$ cat config.mk
export PLATFORM = sky130hd
export DESIGN_NAME = tile_metrics_monitor
export DESIGN_NICKNAME = d
export VERILOG_FILES = /design/src/rtl/tile_metrics_monitor.sv
export SDC_FILE = /design/constraint.sdc
export NUM_CORES = 1
export LEC_CHECK = 0
export ABC_AREA = 1
export CAP_MARGIN = 10
export CORE_ASPECT_RATIO = 0.6
export CORE_MARGIN = 5
export CORE_UTILIZATION = 33
export CTS_CLUSTER_DIAMETER = 80
export DETAILED_ROUTE_END_ITERATION = 7
export PLACE_DENSITY = 0.58
export SETUP_SLACK_MARGIN = 0.02
export SYNTH_ARGS = -nofsm -noshare
export SYNTH_HDL_FRONTEND = slang
export SYNTH_SLANG_ARGS = --single-unit
export TNS_END_PERCENT = 1
$ cat constraint.sdc
create_clock -name clk -period 2.88 [get_ports clk]
set_clock_uncertainty 0.05 [all_clocks]
set_input_delay 0.576 -clock clk [delete_from_list [all_inputs] [get_ports clk]]
set_output_delay 0.576 -clock clk [all_outputs]
set_load 0.01 [all_outputs]
$ cat src/rtl/tile_metrics_monitor.sv
// tile_metrics_monitor: windowed statistics over tile metric samples.
// Accumulates 2^WINDOW_LOG2 valid samples per window, then publishes averages,
// peak power and efficiency-grade min/max as snapshots behind a CSR port.
// Tracks a sticky over-power alarm independently of the window enable.
//
// Ports:
//   clk, reset (async, active-low)
//   sample_valid + phys/eff/skipped ops rates, power (mW), grade, active PEs
//   csr_valid/csr_write/csr_addr/csr_wdata -> csr_rdata/csr_ready (1-cycle later)
//   window_done  : one-cycle pulse aligned with updated snapshot registers
//   power_alarm  : sticky over-power alarm, W1C via STATUS bit 0
module tile_metrics_monitor #(
  parameter int unsigned WINDOW_LOG2   = 8,
  parameter int unsigned ALARM_PERSIST = 4,
  parameter logic [15:0] THRESH_RESET  = 16'd5000
) (
  input  logic        clk,
  input  logic        reset,
  input  logic        sample_valid,
  input  logic [31:0] phys_ops_per_second,
  input  logic [31:0] eff_ops_per_second,
  input  logic [31:0] skipped_phys_ops_per_second,
  input  logic [15:0] power_consumption_mw,
  input  logic [3:0]  efficiency_grade,
  input  logic [15:0] active_pe_count,
  input  logic        csr_valid,
  input  logic        csr_write,
  input  logic [7:0]  csr_addr,
  input  logic [31:0] csr_wdata,
  output logic [31:0] csr_rdata,
  output logic        csr_ready,
  output logic        window_done,
  output logic        power_alarm
);

  localparam int unsigned OPS_ACC_W = 32 + WINDOW_LOG2;
  localparam int unsigned HW_ACC_W  = 16 + WINDOW_LOG2;
  localparam int unsigned CNT_W     = WINDOW_LOG2;

  localparam logic [7:0] ADDR_CTRL    = 8'h00;
  localparam logic [7:0] ADDR_STATUS  = 8'h04;
  localparam logic [7:0] ADDR_PHYS    = 8'h08;
  localparam logic [7:0] ADDR_EFF     = 8'h0C;
  localparam logic [7:0] ADDR_SKIP    = 8'h10;
  localparam logic [7:0] ADDR_POWER   = 8'h14;
  localparam logic [7:0] ADDR_GRADE   = 8'h18;
  localparam logic [7:0] ADDR_THRESH  = 8'h1C;
  localparam logic [7:0] ADDR_WINCNT  = 8'h20;

  typedef enum logic [1:0] {IDLE, RUN, LATCH} state_t;

  state_t state_q, state_d;

  logic                 enable_q;
  logic [15:0]          thresh_q;
  logic [7:0]           persist_q, persist_d;

  logic [OPS_ACC_W-1:0] acc_phys_q, acc_eff_q, acc_skip_q;
  logic [HW_ACC_W-1:0]  acc_pow_q, acc_pe_q;
  logic [15:0]          peak_q;
  logic [3:0]           gmin_q, gmax_q;
  logic [CNT_W-1:0]     sample_cnt_q;

  logic [31:0]          snap_phys_q, snap_eff_q, snap_skip_q, window_count_q;
  logic [15:0]          snap_pow_q, snap_peak_q, snap_pe_q;
  logic [3:0]           snap_gmin_q, snap_gmax_q;
  logic                 snap_valid_q;

  logic csr_wr, csr_rd, clear, alarm_w1c;
  logic accum, wrap, in_latch, over, alarm_set;
  logic [31:0] rd_data;
  logic unused_wdata;

  assign unused_wdata = ^csr_wdata[31:16];

  // Request decode
  assign csr_wr    = csr_valid & csr_write;
  assign csr_rd    = csr_valid & ~csr_write;
  assign clear     = csr_wr & (csr_addr == ADDR_CTRL) & csr_wdata[1];
  assign alarm_w1c = csr_wr & (csr_addr == ADDR_STATUS) & csr_wdata[0];

  // A sample is taken in RUN and also in LATCH (it opens the next window)
  assign in_latch = (state_q == LATCH);
  assign accum    = sample_valid & (state_q != IDLE);
  // Clear on the closing sample suppresses the window close
  assign wrap     = accum & (sample_cnt_q == '1) & ~clear;

  // FSM next state
  always_comb begin
    state_d = state_q;
    case (state_q)
      IDLE:    if (enable_q) state_d = RUN;
      RUN: begin
        if (wrap)           state_d = LATCH;
        else if (!enable_q) state_d = IDLE;
      end
      LATCH:   state_d = enable_q ? RUN : IDLE;
      default: state_d = IDLE;
    endcase
  end

  // FSM state register
  always_ff @(posedge clk or negedge reset) begin
    if (!reset) state_q <= IDLE;
    else        state_q <= state_d;
  end

  // Over-power persistence counter and alarm set condition
  always_comb begin
    over      = sample_valid & (power_consumption_mw > thresh_q);
    persist_d = persist_q;
    if (sample_valid) begin
      if (over) persist_d = (persist_q == 8'hFF) ? 8'hFF : persist_q + 8'd1;
      else      persist_d = 8'd0;
    end
    alarm_set = over & (persist_d >= 8'(ALARM_PERSIST));
  end

  // Alarm state; set beats a coincident W1C
  always_ff @(posedge clk or negedge reset) begin
    if (!reset) begin
      persist_q   <= 8'd0;
      power_alarm <= 1'b0;
    end else begin
      persist_q <= persist_d;
      if (alarm_set)      power_alarm <= 1'b1;
      else if (alarm_w1c) power_alarm <= 1'b0;
    end
  end

  // Control registers and CSR response
  always_ff @(posedge clk or negedge reset) begin
    if (!reset) begin
      enable_q  <= 1'b0;
      thresh_q  <= THRESH_RESET;
      csr_ready <= 1'b0;
      csr_rdata <= 32'd0;
    end else begin
      if (csr_wr && csr_addr == ADDR_CTRL)   enable_q <= csr_wdata[0];
      if (csr_wr && csr_addr == ADDR_THRESH) thresh_q <= csr_wdata[15:0];
      csr_ready <= csr_valid;
      csr_rdata <= csr_rd ? rd_data : 32'd0;
    end
  end

  // Read mux
  always_comb begin
    rd_data = 32'd0;
    case (csr_addr)
      ADDR_CTRL:   rd_data = {31'd0, enable_q};
      ADDR_STATUS: rd_data = {16'd0, 8'(sample_cnt_q), 6'd0, snap_valid_q, power_alarm};
      ADDR_PHYS:   rd_data = snap_phys_q;
      ADDR_EFF:    rd_data = snap_eff_q;
      ADDR_SKIP:   rd_data = snap_skip_q;
      ADDR_POWER:  rd_data = {snap_peak_q, snap_pow_q};
      ADDR_GRADE:  rd_data = {snap_pe_q, 8'd0, snap_gmax_q, snap_gmin_q};
      ADDR_THRESH: rd_data = {16'd0, thresh_q};
      ADDR_WINCNT: rd_data = window_count_q;
      default:     rd_data = 32'd0;
    endcase
  end

  // Window accumulators; LATCH restarts them from the coincident sample
  always_ff @(posedge clk or negedge reset) begin
    if (!reset) begin
      acc_phys_q   <= '0;
      acc_eff_q    <= '0;
      acc_skip_q   <= '0;
      acc_pow_q    <= '0;
      acc_pe_q     <= '0;
      peak_q       <= 16'd0;
      gmin_q       <= 4'hF;
      gmax_q       <= 4'h0;
      sample_cnt_q <= '0;
    end else if (clear) begin
      acc_phys_q   <= '0;
      acc_eff_q    <= '0;
      acc_skip_q   <= '0;
      acc_pow_q    <= '0;
      acc_pe_q     <= '0;
      peak_q       <= 16'd0;
      gmin_q       <= 4'hF;
      gmax_q       <= 4'h0;
      sample_cnt_q <= '0;
    end else if (in_latch) begin
      acc_phys_q   <= accum ? OPS_ACC_W'(phys_ops_per_second)         : '0;
      acc_eff_q    <= accum ? OPS_ACC_W'(eff_ops_per_second)          : '0;
      acc_skip_q   <= accum ? OPS_ACC_W'(skipped_phys_ops_per_second) : '0;
      acc_pow_q    <= accum ? HW_ACC_W'(power_consumption_mw)         : '0;
      acc_pe_q     <= accum ? HW_ACC_W'(active_pe_count)              : '0;
      peak_q       <= accum ? power_consumption_mw : 16'd0;
      gmin_q       <= accum ? efficiency_grade     : 4'hF;
      gmax_q       <= accum ? efficiency_grade     : 4'h0;
      sample_cnt_q <= accum ? CNT_W'(1)            : '0;
    end else if (accum) begin
      acc_phys_q   <= acc_phys_q + OPS_ACC_W'(phys_ops_per_second);
      acc_eff_q    <= acc_eff_q  + OPS_ACC_W'(eff_ops_per_second);
      acc_skip_q   <= acc_skip_q + OPS_ACC_W'(skipped_phys_ops_per_second);
      acc_pow_q    <= acc_pow_q  + HW_ACC_W'(power_consumption_mw);
      acc_pe_q     <= acc_pe_q   + HW_ACC_W'(active_pe_count);
      if (power_consumption_mw > peak_q) peak_q <= power_consumption_mw;
      if (efficiency_grade < gmin_q)     gmin_q <= efficiency_grade;
      if (efficiency_grade > gmax_q)     gmax_q <= efficiency_grade;
      sample_cnt_q <= sample_cnt_q + CNT_W'(1);
    end
  end

  // Snapshot publish; clear in the LATCH cycle cancels it
  always_ff @(posedge clk or negedge reset) begin
    if (!reset) begin
      snap_phys_q    <= 32'd0;
      snap_eff_q     <= 32'd0;
      snap_skip_q    <= 32'd0;
      snap_pow_q     <= 16'd0;
      snap_peak_q    <= 16'd0;
      snap_pe_q      <= 16'd0;
      snap_gmin_q    <= 4'd0;
      snap_gmax_q    <= 4'd0;
      snap_valid_q   <= 1'b0;
      window_count_q <= 32'd0;
      window_done    <= 1'b0;
    end else begin
      window_done <= in_latch & ~clear;
      if (clear) begin
        snap_phys_q    <= 32'd0;
        snap_eff_q     <= 32'd0;
        snap_skip_q    <= 32'd0;
        snap_pow_q     <= 16'd0;
        snap_peak_q    <= 16'd0;
        snap_pe_q      <= 16'd0;
        snap_gmin_q    <= 4'd0;
        snap_gmax_q    <= 4'd0;
        snap_valid_q   <= 1'b0;
        window_count_q <= 32'd0;
      end else if (in_latch) begin
        snap_phys_q    <= 32'(acc_phys_q >> WINDOW_LOG2);
        snap_eff_q     <= 32'(acc_eff_q  >> WINDOW_LOG2);
        snap_skip_q    <= 32'(acc_skip_q >> WINDOW_LOG2);
        snap_pow_q     <= 16'(acc_pow_q  >> WINDOW_LOG2);
        snap_pe_q      <= 16'(acc_pe_q   >> WINDOW_LOG2);
        snap_peak_q    <= peak_q;
        snap_gmin_q    <= gmin_q;
        snap_gmax_q    <= gmax_q;
        snap_valid_q   <= 1'b1;
        window_count_q <= window_count_q + 32'd1;
      end
    end
  end

endmodule
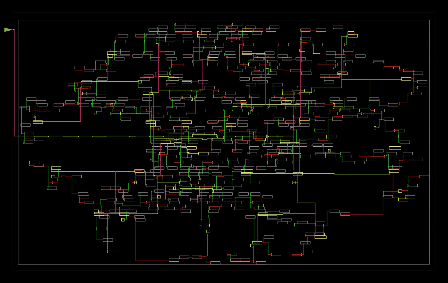
Run 1: clock nets
latest clock arrival within the worst-skew pair: 620 ps
Num Clock Sinks: 447
count of clock-net buffers in the final layout: 67
power in the clock group: 0.00689 W
flop count: 447

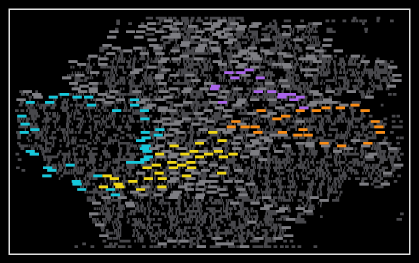
Run 1: sequential cells colored by netlist name
(1 px per micron)
[orange] acc_pe_q | flops: 24
[cyan] acc_phys_q | flops: 40 | where: middle left
[yellow] snap_eff_q | flops: 32
[purple] snap_peak_q | flops: 16

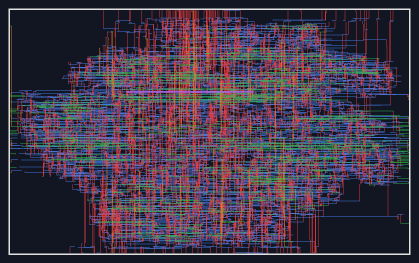
Run 1: routed metal, one color a layer
(1 px per micron)
[red] metal 2 | wire length: 44.3 mm
[green] metal 3 | wire length: 13,400 microns
[orange] metal 4 | wire length: 2,800 microns
[purple] metal 5 | wire length: 125 microns
[blue] metal 1 | wire length: 59.8 mm

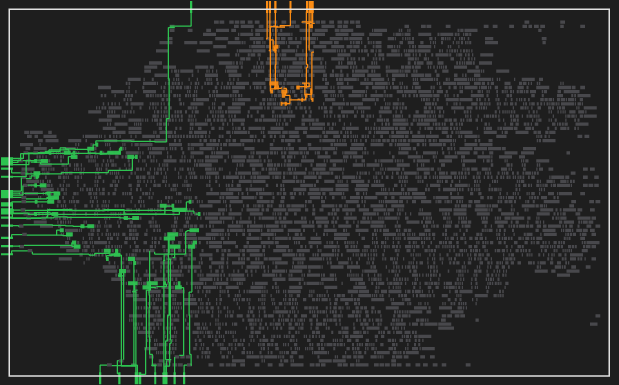
Run 1: nets reached from selected ports
(1.5 px per micron)
[green] phys_ops_per_second | bits: 32 | direction: input | edge: 20 left, 11 bottom, 1 top | end cells: 65 | buffers: 34 | wire: 2,410 microns
[orange] csr_addr | bits: 8 | direction: input | edge: top | end cells: 18 | buffers: 10 | wire: 416 microns

==> flow.log, run 1 <==
[report] extracting results
[metrics] result of the run: finished clean
[metrics] number of top-level pins: 212
[metrics] GP Congestion: 0.9745
[metrics] RSZ-0062 raised after global routing: no
[metrics] final non-filler cell area: 0.03827 sq mm
[metrics] sequential fraction of the synthesis area: 37.37%
[metrics] share of the clock period used by the worst path after layout: 88.74%
[metrics] count of final setup violators: 0
[metrics] area of all sequential standard cells: between 0.01 and 0.015 sq mm
[metrics] I/O Buffers: 195
[metrics] CP startpoint: phys_ops_per_second[0]
[metrics] worst reg2reg startpoint: thresh_q[9]$_DFFE_PN1P_
[metrics] arrival time reported for the critical path endpoint: between 3000 and 4000 ps
[metrics] cell types with the highest counts after synthesis: sky130_fd_sc_hd__nand2_1 (1,128), sky130_fd_sc_hd__inv_1 (550), sky130_fd_sc_hd__dfrtp_1 (438)
[metrics] unique cell type count in the Yosys netlist: roughly 50
[metrics] final number of hold-violating endpoints: 0
[metrics] Fillers: just over 9,000
[metrics] area added between synthesis and finish: 27.70%
[metrics] launching element type of the critical path: input pin
[metrics] Clock transition at path regs: 60 ps
[metrics] hold path cells: 1
[metrics] fraction of synthesis flops using an asynchronous set or reset pin: 100.0%
[metrics] Pleak: 19.22 nW
[metrics] maximum clock rate: just under 400 MHz
[metrics] placed cell count: approximately 6,000
[metrics] ratio of routed vias to standard cells: 5.181
[metrics] clock tree from TritonCTS: built
[metrics] peak fanout along the critical path: 2
[metrics] top_reg_cell synth: sky130_fd_sc_hd__dfrtp_1
[metrics] post-detailed-routing wire length: 120,400 microns
[metrics] height of the die: 243.4 microns
[metrics] antenna-violating nets left: 0
[metrics] initial core utilization: 33.34%
[metrics] synthesized netlist cell count: 4,289
[metrics] Max Cap Violations: 0
[metrics] Core Region: 0.08987 sq mm
[metrics] first-pass iteration count of the detailed router: 5
[metrics] time the final worst path needs with I/O delays and setup: 2556 ps
[metrics] # H-tree levels: 2
[metrics] floorplan die width: 399.0 microns
[metrics] clock root buffer: sky130_fd_sc_hd__clkbuf_16
[metrics] drt initial violations: 3,407
[metrics] critical path required time: 3330 ps
[metrics] OpenROAD warning count: 46
[metrics] setup TNS after final layout: 0 ps
[metrics] R2R Path End: power_alarm$_DFFE_PN0P_
[metrics] Non-Filler Instances: 6,101
[metrics] Mapped Area: 0.02997 sq mm
[metrics] post-place setup slack: -247.5 ps
[metrics] Hold Path Origin: state_q[1]$_DFFE_PN0P_
[metrics] total vias in the final route: 31,610
[metrics] Fin Hold WS: 388.7 ps
[metrics] Top cell area share: 36.58%
[metrics] Chip Area: slightly below 0.1 sq mm
[metrics] post-route DRC violation count: 0
[metrics] ratio of cells with drive above 1 in the final layout: a little under an eighth
[metrics] Max rail drop VDD: approximately 460 uV
[metrics] path class of the lowest-slack min-delay path: register to register
[metrics] number of antenna violations at the first check in global routing: 1
[metrics] routed length per placed instance: 19.73 microns
[metrics] area occupied by multi-input gates: 0.01609 sq mm
[metrics] core utilization of the finished layout: 42.58%
[metrics] reg-to-reg slack, setup: 380 ps
[metrics] first-pass GRT wire length: 181,300 microns
[metrics] end point of the critical path: acc_phys_q[24]$_DFFE_PN0P_
[metrics] count leader, synth: sky130_fd_sc_hd__nand2_1
[metrics] worst slew margin relative to its limit: about half
[metrics] number of nets in the finished design: 5,194
[metrics] number of pins with negative max-slew slack in the final report: 0
[metrics] cell count of the worst reg-to-reg path: 13
[metrics] number of warnings printed during yosys synthesis: 0
[metrics] syn_area_per_cell: 6.987 sq um
[metrics] yosys cell count: approximately 4,300
[metrics] number of flops mapped to enable cells by yosys: 0
[metrics] cell accounting for the most synthesized area: sky130_fd_sc_hd__dfrtp_1
[metrics] number of placement rows: 85
[metrics] number of global-route vias before repair: 29,050
[metrics] power density normalized to cell area: 830.9 mW/mm^2
[metrics] overall overflow remaining after global route: 0
[metrics] leading post-synthesis cells by cell area: sky130_fd_sc_hd__dfrtp_1 (37%), sky130_fd_sc_hd__nand2_1 (14%), sky130_fd_sc_hd__ha_1 (7.1%)
[metrics] final HPWL from detailed placement: 94,580 microns
[metrics] total power consumption of the routed design: between 0.03 and 0.04 W
[metrics] actual slew at the worst max-slew pin: 734.3 ps
[metrics] global-route usage over all layers: 24.16%
[metrics] Setup CP Type: input pin to register
[metrics] instance area after placement: between 0.03 and 0.04 sq mm
[metrics] Synth flops: 447
[metrics] Worst Hold Endpoint: state_q[1]$_DFFE_PN0P_
[metrics] CTS buffer count: 49
[metrics] maximum buffer depth of the clock tree: 3
[metrics] Setup WS post-layout: 324.2 ps
run 1: metal layers:
| layer | GRT usage (%) | share of wire, % | wire length (microns) | up-vias |
|---|---|---|---|---|
| li1 | - | - | - | 15340 |
| met1 | 38.47 | 50 | 59750 | 14830 |
| met2 | 31.08 | 37 | 44270 | 1290 |
| met3 | 7.283 | 11 | 13440 | 145 |
| met4 | 5.300 | 2.3 | 2800 | 2 |
| met5 | 1.091 | 0.10 | 125 | - |
run 1: flip-flops by register name (all words and copies together) (netlist names), 24 cells and up:
name            count
csr_rdata          32
acc_eff_q          40
acc_skip_q         40
snap_phys_q        32
acc_pow_q          24
acc_pe_q           24
window_count_q     32
acc_phys_q         40
snap_eff_q         32
snap_skip_q        32
run 1: layout by cell type (no fill, tap or decap), types with 56 or more instances in the layout:
cell type,netlist,layout
sky130_fd_sc_hd__buf_4,4,415
sky130_fd_sc_hd__ha_1,170,170
sky130_fd_sc_hd__inv_1,550,549
sky130_fd_sc_hd__nor2_1,373,372
sky130_fd_sc_hd__clkdlybuf4s50_1,0,194
sky130_fd_sc_hd__a21oi_1,354,353
sky130_fd_sc_hd__o22ai_1,99,99
sky130_fd_sc_hd__nand3_1,309,309
sky130_fd_sc_hd__o21ai_0,345,345
sky130_fd_sc_hd__dfrtp_1,438,438
sky130_fd_sc_hd__nor3_1,56,56
sky130_fd_sc_hd__nand2_1,1128,1127
run 1: cell families (layout without fill, tap and decap cells):
kind of cell               after synthesis  count (layout)  synth area share [%]
and+or+nand+nor                       1974            1974                 27.31
DFF                                    447             447                 37.37
xor gates and xnor gates                35              35                 1.023
AOI/OAI and AO/OA                      962             962                 17.86
buffers and inverters                  696            1289                 9.010
other                                    0               1                     0
adders and majority gates              175             175                 7.432
run 1: repair_timing:
item / CTS / global route
hold endpoints to repair: 36 / 0
setup buffers: 0 / 0
hold buffers: 1 / 0
run 1: layout make-up:
| cell class | count | share of cell area, % |
|---|---|---|
| Antenna cell | 1 | 0.006540 |
| Multi-Input combinational cell | 3146 | 42.05 |
| Sequential cell | 447 | 29.26 |
| Inverter | 560 | 5.532 |
| Timing Repair Buffer | 638 | 14.69 |
| Clock buffer | 67 | 3.643 |
| Tap cell | 1218 | 3.983 |
| Clock inverter | 24 | 0.8305 |
run 1: critical path: stages:
cell and delay, ps:
sky130_fd_sc_hd__clkdlybuf4s50_1 470, sky130_fd_sc_hd__ha_1 270, sky130_fd_sc_hd__fa_1 400, sky130_fd_sc_hd__nand2_1 110, sky130_fd_sc_hd__nand2_1 80, sky130_fd_sc_hd__nand2_1 90, sky130_fd_sc_hd__inv_1 70, sky130_fd_sc_hd__a21oi_1 190
sky130_fd_sc_hd__o21ai_0 170, sky130_fd_sc_hd__nand2_1 230, sky130_fd_sc_hd__nand2_1 90, sky130_fd_sc_hd__nand2_1 70, sky130_fd_sc_hd__nand3_1 70, sky130_fd_sc_hd__nand2_1 70, sky130_fd_sc_hd__nand2_1 40
run 1: power breakdown:
part           switching, W  internal, W  total [W]  leakage (nW)
Combinational       0.00943      0.00648     0.0159          12.6
Sequential          0.00142      0.00758    0.00900          5.76
Clock               0.00293      0.00396    0.00689         0.838
Total                0.0138       0.0180     0.0318          19.2
==> run 2: changes to the inputs <==
- CORE_ASPECT_RATIO: 0.6 -> not set
- SLEW_MARGIN: not set -> 20
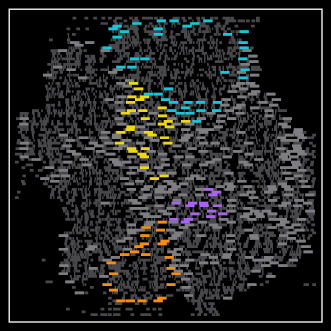
Run 2: sequential cells colored by netlist name
(1 px per micron)
[orange] acc_pe_q | flops: 24 | where: bottom center
[yellow] snap_eff_q | flops: 32
[purple] snap_peak_q | flops: 16
[cyan] acc_phys_q | flops: 40 | where: top center
not colored: 335

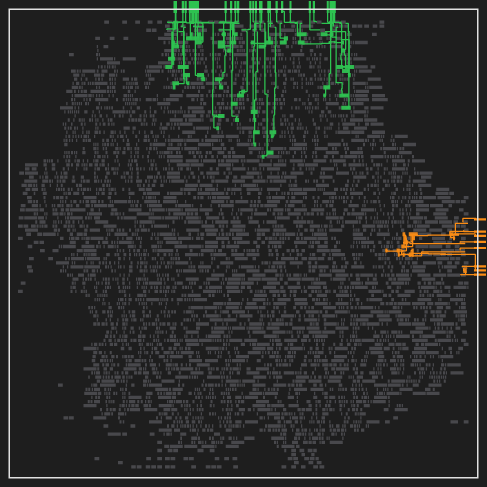
Run 2: nets reached from selected ports
(1.5 px per micron)
[green] phys_ops_per_second | bits: 32 | direction: input | edge: top | end cells: 65 | buffers: 35 | wire: 1,750 microns
[orange] csr_addr | bits: 8 | direction: input | edge: right | end cells: 18 | buffers: 11 | wire: 368 microns

==> run 2 against run 1 <==
  * Die size shrank 0.21%
  * Clock power rose by 13%
  * Sequential cell count unchanged
  * Non-clock buffer count fell by 40
  * Synthesized area unchanged
  * Combinational power down 3%
  * Via count fell by 2.0%
  * Register-to-register slack got worse by 20 ps
  * First-iteration DRC count is 25% lower
  * Sequential share of layout area is essentially flat
  * Critical path type unchanged
  * Largest cell class unchanged
==> flow.log, run 2 <==
[report] extracting results
[metrics] R2R Path End: acc_pe_q[13]$_DFFE_PN0P_
[metrics] post-detailed-routing wire length: 115,100 microns (-4.4%)
[metrics] Crit. path cell count: 14 (-1)
[metrics] cell types with the highest counts after synthesis: sky130_fd_sc_hd__nand2_1 (1,128), sky130_fd_sc_hd__inv_1 (550), sky130_fd_sc_hd__dfrtp_1 (438)
[metrics] clock network power share: 24.2% (+2.5 points)
[metrics] height of the die: 311.3 microns (+28%)
[metrics] switching power share of the total: 42.25% (-1.1 points)
[metrics] ratio of routed vias to standard cells: 5.136 (-0.87%)
[metrics] final non-filler cell area: 0.03823 sq mm (about the same)
[metrics] count of final setup violators: 0 (unchanged)
[metrics] OpenROAD warning count: 44 (-4.3%)
[metrics] most frequently placed logic cell in the final layout: sky130_fd_sc_hd__nand2_1
[metrics] Max rail drop VDD: 545.1 uV (+19%)
[metrics] Pleak: 19.19 nW (-0.14%)
[metrics] placed cell count: 5,926 (-1.4%)
[metrics] RSZ-0062 raised after global routing: no
[metrics] Mapped Area: 0.02997 sq mm (unchanged)
[metrics] cell count of the worst reg-to-reg path: 11 (-2)
[metrics] peak fanout along the critical path: 3 (+1)
[metrics] clock tree from TritonCTS: built
[metrics] Antenna diodes: 0 (-1)
[metrics] antenna-violating nets left: 0 (unchanged)
[metrics] Max Cap Violations: 0 (unchanged)
[metrics] number of antenna violations at the first check in global routing: 3 (+2)
[metrics] worst slew margin relative to its limit: 53.12% (+2.5 points)
[metrics] Synth flops: 447 (unchanged)
[metrics] power density normalized to cell area: 839.1 mW/mm^2 (+1.0%)
[metrics] result of the run: finished clean
[metrics] largest registers in the final layout: acc_eff_q x40, acc_phys_q x40, acc_skip_q x40
[metrics] crit-path most repeated cell: sky130_fd_sc_hd__nand2_1
[metrics] net switching power of the design: 0.01356 W (-1.6%)
[metrics] worst reg2reg startpoint: state_q[1]$_DFFE_PN0P_
[metrics] cell-by-cell listing of the critical path: clkdlybuf4s50_1, ha_1, fa_1, nand2_1, nand3_1, nand2_1, inv_1, a21oi_1, o21ai_1, buf_4, nand2_1, nand2_1, nor2_1, o22ai_1
[metrics] number of flops mapped to enable cells by yosys: 0 (unchanged)
[metrics] Clock transition at path regs: 60 ps (about the same)
[metrics] ratio of cells with drive above 1 in the final layout: 11.24% (-0.43 points)
[metrics] first-pass iteration count of the detailed router: 6 (+1)
[metrics] number of global-route vias before repair: 30,200 (+4.0%)
[metrics] Setup WS post-layout: 229.1 ps (-95.10 ps)
[metrics] launching element type of the critical path: input pin
[metrics] overall overflow remaining after global route: 0 (unchanged)
[metrics] drt initial violations: 2,545 (-25%)
[metrics] area added between synthesis and finish: 27.59% (about the same)
[metrics] GP Congestion: 0.9680 (-0.67%)
[metrics] cell accounting for the most synthesized area: sky130_fd_sc_hd__dfrtp_1
[metrics] I/O Buffers: 195 (unchanged)
[metrics] Top cell area share: 36.58% (unchanged)
[metrics] Core Region: 0.09001 sq mm (+0.16%)
[metrics] maximum buffer depth of the clock tree: 3 (unchanged)
[metrics] unique cell type count in the Yosys netlist: 50 (unchanged)
[metrics] clock root buffer: sky130_fd_sc_hd__clkbuf_16
[metrics] end point of the critical path: acc_eff_q[16]$_DFFE_PN0P_
[metrics] count leader, synth: sky130_fd_sc_hd__nand2_1
[metrics] instance area after placement: 0.03617 sq mm (-1.0%)
[metrics] critical path buffer and inverter count: 3 (+1)
[metrics] Non-Filler Instances: 6,033 (-1.1%)
[metrics] cell internal pwr: 0.01853 W (+2.8%)
[metrics] final number of hold-violating endpoints: 0 (unchanged)
[metrics] reg-to-reg slack, setup: 360 ps (-20 ps)
[metrics] number of placement rows: 110 (+29%)
[metrics] leading post-synthesis cells by cell area: sky130_fd_sc_hd__dfrtp_1 (37%), sky130_fd_sc_hd__nand2_1 (14%), sky130_fd_sc_hd__ha_1 (7.1%)
[metrics] top_reg_cell synth: sky130_fd_sc_hd__dfrtp_1
[metrics] Post-CTS Repair Setup Buffers: 0 (unchanged)
[metrics] Chip Area: 0.09693 sq mm (-0.21%)
[metrics] number of warnings printed during yosys synthesis: 0 (unchanged)
[metrics] biggest cell delay along the critical path: 570 ps (+100 ps)
[metrics] cell family with most CP delay: buffers and inverters
[metrics] number of nets in the finished design: 5,161 (-0.64%)
[metrics] post-place setup slack: -530.1 ps (-282.6 ps)
[metrics] total vias in the final route: 30,980 (-2.0%)
[metrics] path class of the lowest-slack min-delay path: register to register
[metrics] maximum clock rate: 377.2 MHz (-3.6%)
[metrics] share of power burned in registers: 27.9% (-0.4 points)
[metrics] fraction of power consumed by combinational cells: 47.9% (-2.1 points)
[metrics] sequential fraction of the synthesis area: 37.37% (unchanged)
[metrics] final HPWL from detailed placement: 90,040 microns (-4.8%)
[metrics] Num Clock Sinks: 447 (unchanged)
[metrics] synthesized netlist cell count: 4,289 (unchanged)
[metrics] time the final worst path needs with I/O delays and setup: 2651 ps (+95.10 ps)
[metrics] critical path required time: 3320 ps (about the same)
[metrics] first-pass GRT wire length: 177,100 microns (-2.3%)
[metrics] Fin Hold WS: 390.9 ps (+2.217 ps)
[metrics] syn_area_per_cell: 6.987 sq um (unchanged)
[metrics] number of pins with negative max-slew slack in the final report: 0 (unchanged)
[metrics] Setup CP Type: input pin to register
[metrics] total power consumption of the routed design: 0.03208 W (+0.91%)
[metrics] CP max stage cell: sky130_fd_sc_hd__clkdlybuf4s50_1
[metrics] CP startpoint: eff_ops_per_second[0]
[metrics] number of top-level pins: 212 (unchanged)
[metrics] maximum number of pins on one net before global-route repair: around 100
[metrics] initial core utilization: 33.29% (-0.053 points)
[metrics] arrival time reported for the critical path endpoint: 3090 ps (+80 ps)
[metrics] most frequent cells in the layout: sky130_fd_sc_hd__nand2_1 (1,127), sky130_fd_sc_hd__inv_1 (549), sky130_fd_sc_hd__dfrtp_1 (438)
[metrics] fraction of synthesis flops using an asynchronous set or reset pin: 100.0% (unchanged)
[metrics] share of the clock period used by the worst path after layout: 92.04% (+3.3 points)
[metrics] floorplan die width: 311.3 microns (-22%)
[metrics] post-route DRC violation count: 0 (unchanged)
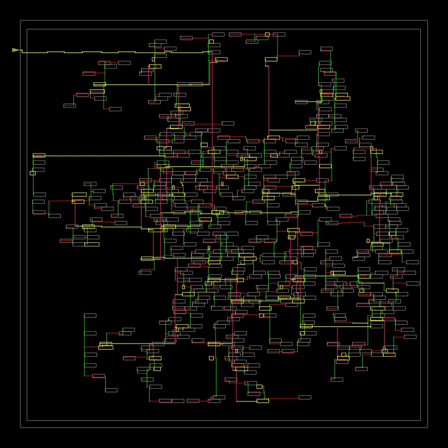
Run 2: clock nets
latest clock arrival within the worst-skew pair: 660 ps
power in the clock group: 0.00777 W
CTS buffer count: 56

-- run 2: cell counts after synthesis --
No cell type changed its count.
-- run 2: area by class of cell --
cell class	count	area [sq um]
clock inverters	34	496.7
flip-flops and latches	447	11200
fillers	9324	51780
multi-input cells	3146	16090
inverters	560	2116
well taps	1176	1471
repair buffers	598	5310
clock buffers	72	1551
-- run 2: layer usage --
| layer | up-vias | GRT usage [%] | share of wire, % |
|---|---|---|---|
| met4 | 2 | 6.012 | 2.8 |
| met1 | 14610 | 31.61 | 45 |
| met2 | 914 | 38.27 | 46 |
| li1 | 15300 | - | - |
| met3 | 159 | 3.024 | 6.0 |
| met5 | - | 0 | 0.0061 |
-- run 2: how the worst min path moves through the flow --
stage | to | cells past startpoint | startpoint | slack (ps)
final | state_q[1]$_DFFE_PN0P_ | 1 | state_q[1]$_DFFE_PN0P_ | 390
after global routing | thresh_q[8]$_DFFE_PN1P_ | 3 | csr_wdata[8] | 400
after CTS | thresh_q[3]$_DFFE_PN1P_ | 3 | csr_wdata[3] | 370
after detailed placement | state_q[1]$_DFFE_PN0P_ | 1 | state_q[1]$_DFFE_PN0P_ | 380
after global placement | state_q[1]$_DFFE_PN0P_ | 1 | state_q[1]$_DFFE_PN0P_ | 370
after floorplan | acc_eff_q[0]$_DFFE_PN0P_ | 0 | reset | 230
-- run 2: power groups by stage --
stage	Combinational (W)	Sequential, W	Clock, W
finish	0.0154	0.00895	0.00777
global route	0.0174	0.00910	0.00816
floorplan	0.00952	0.00843	0
CTS	0.0153	0.00893	0.00791
detailed placement	0.0152	0.00903	0
global placement	0.0151	0.00902	0
-- run 2: worst register-to-register path: stages, from the launching register on --
cell and delay, ps:
sky130_fd_sc_hd__dfrtp_1 350, sky130_fd_sc_hd__inv_1 110, sky130_fd_sc_hd__nor2_4 440, sky130_fd_sc_hd__inv_6 240, sky130_fd_sc_hd__nand2_4 200, sky130_fd_sc_hd__inv_4 60
sky130_fd_sc_hd__nand2_4 110, sky130_fd_sc_hd__buf_12 180, sky130_fd_sc_hd__clkinv_2 140, sky130_fd_sc_hd__buf_12 200, sky130_fd_sc_hd__nand2_1 210, sky130_fd_sc_hd__o21ai_0 90
-- run 2: kinds of logic (layout without fill, tap and decap cells) --
group | Yosys count | count (layout) | share of synthesized area [%]
buffers and inverters | 696 | 1264 | 9.010
adders and majority gates | 175 | 175 | 7.432
and+or+nand+nor | 1974 | 1974 | 27.31
DFF | 447 | 447 | 37.37
AOI/OAI and AO/OA | 962 | 962 | 17.86
xor gates and xnor gates | 35 | 35 | 1.023
-- run 2: repair_timing --
item,4_1_cts,5_1_grt
hold buffers,1,0
endpoints found under the hold margin,48,0
setup endpoints to repair,0,3
resized,0,1
-- run 2: stage by stage --
stage	TNS, ps	utilization, %
2_1_floorplan	0	-
3_3_place_gp	-14710	40.19
3_5_place_dp	-18170	40.19
4_1_cts	0	42.48
5_1_grt	0	42.48
6_report	0	42.48
Power is estimated from default activity; no workload was simulated.
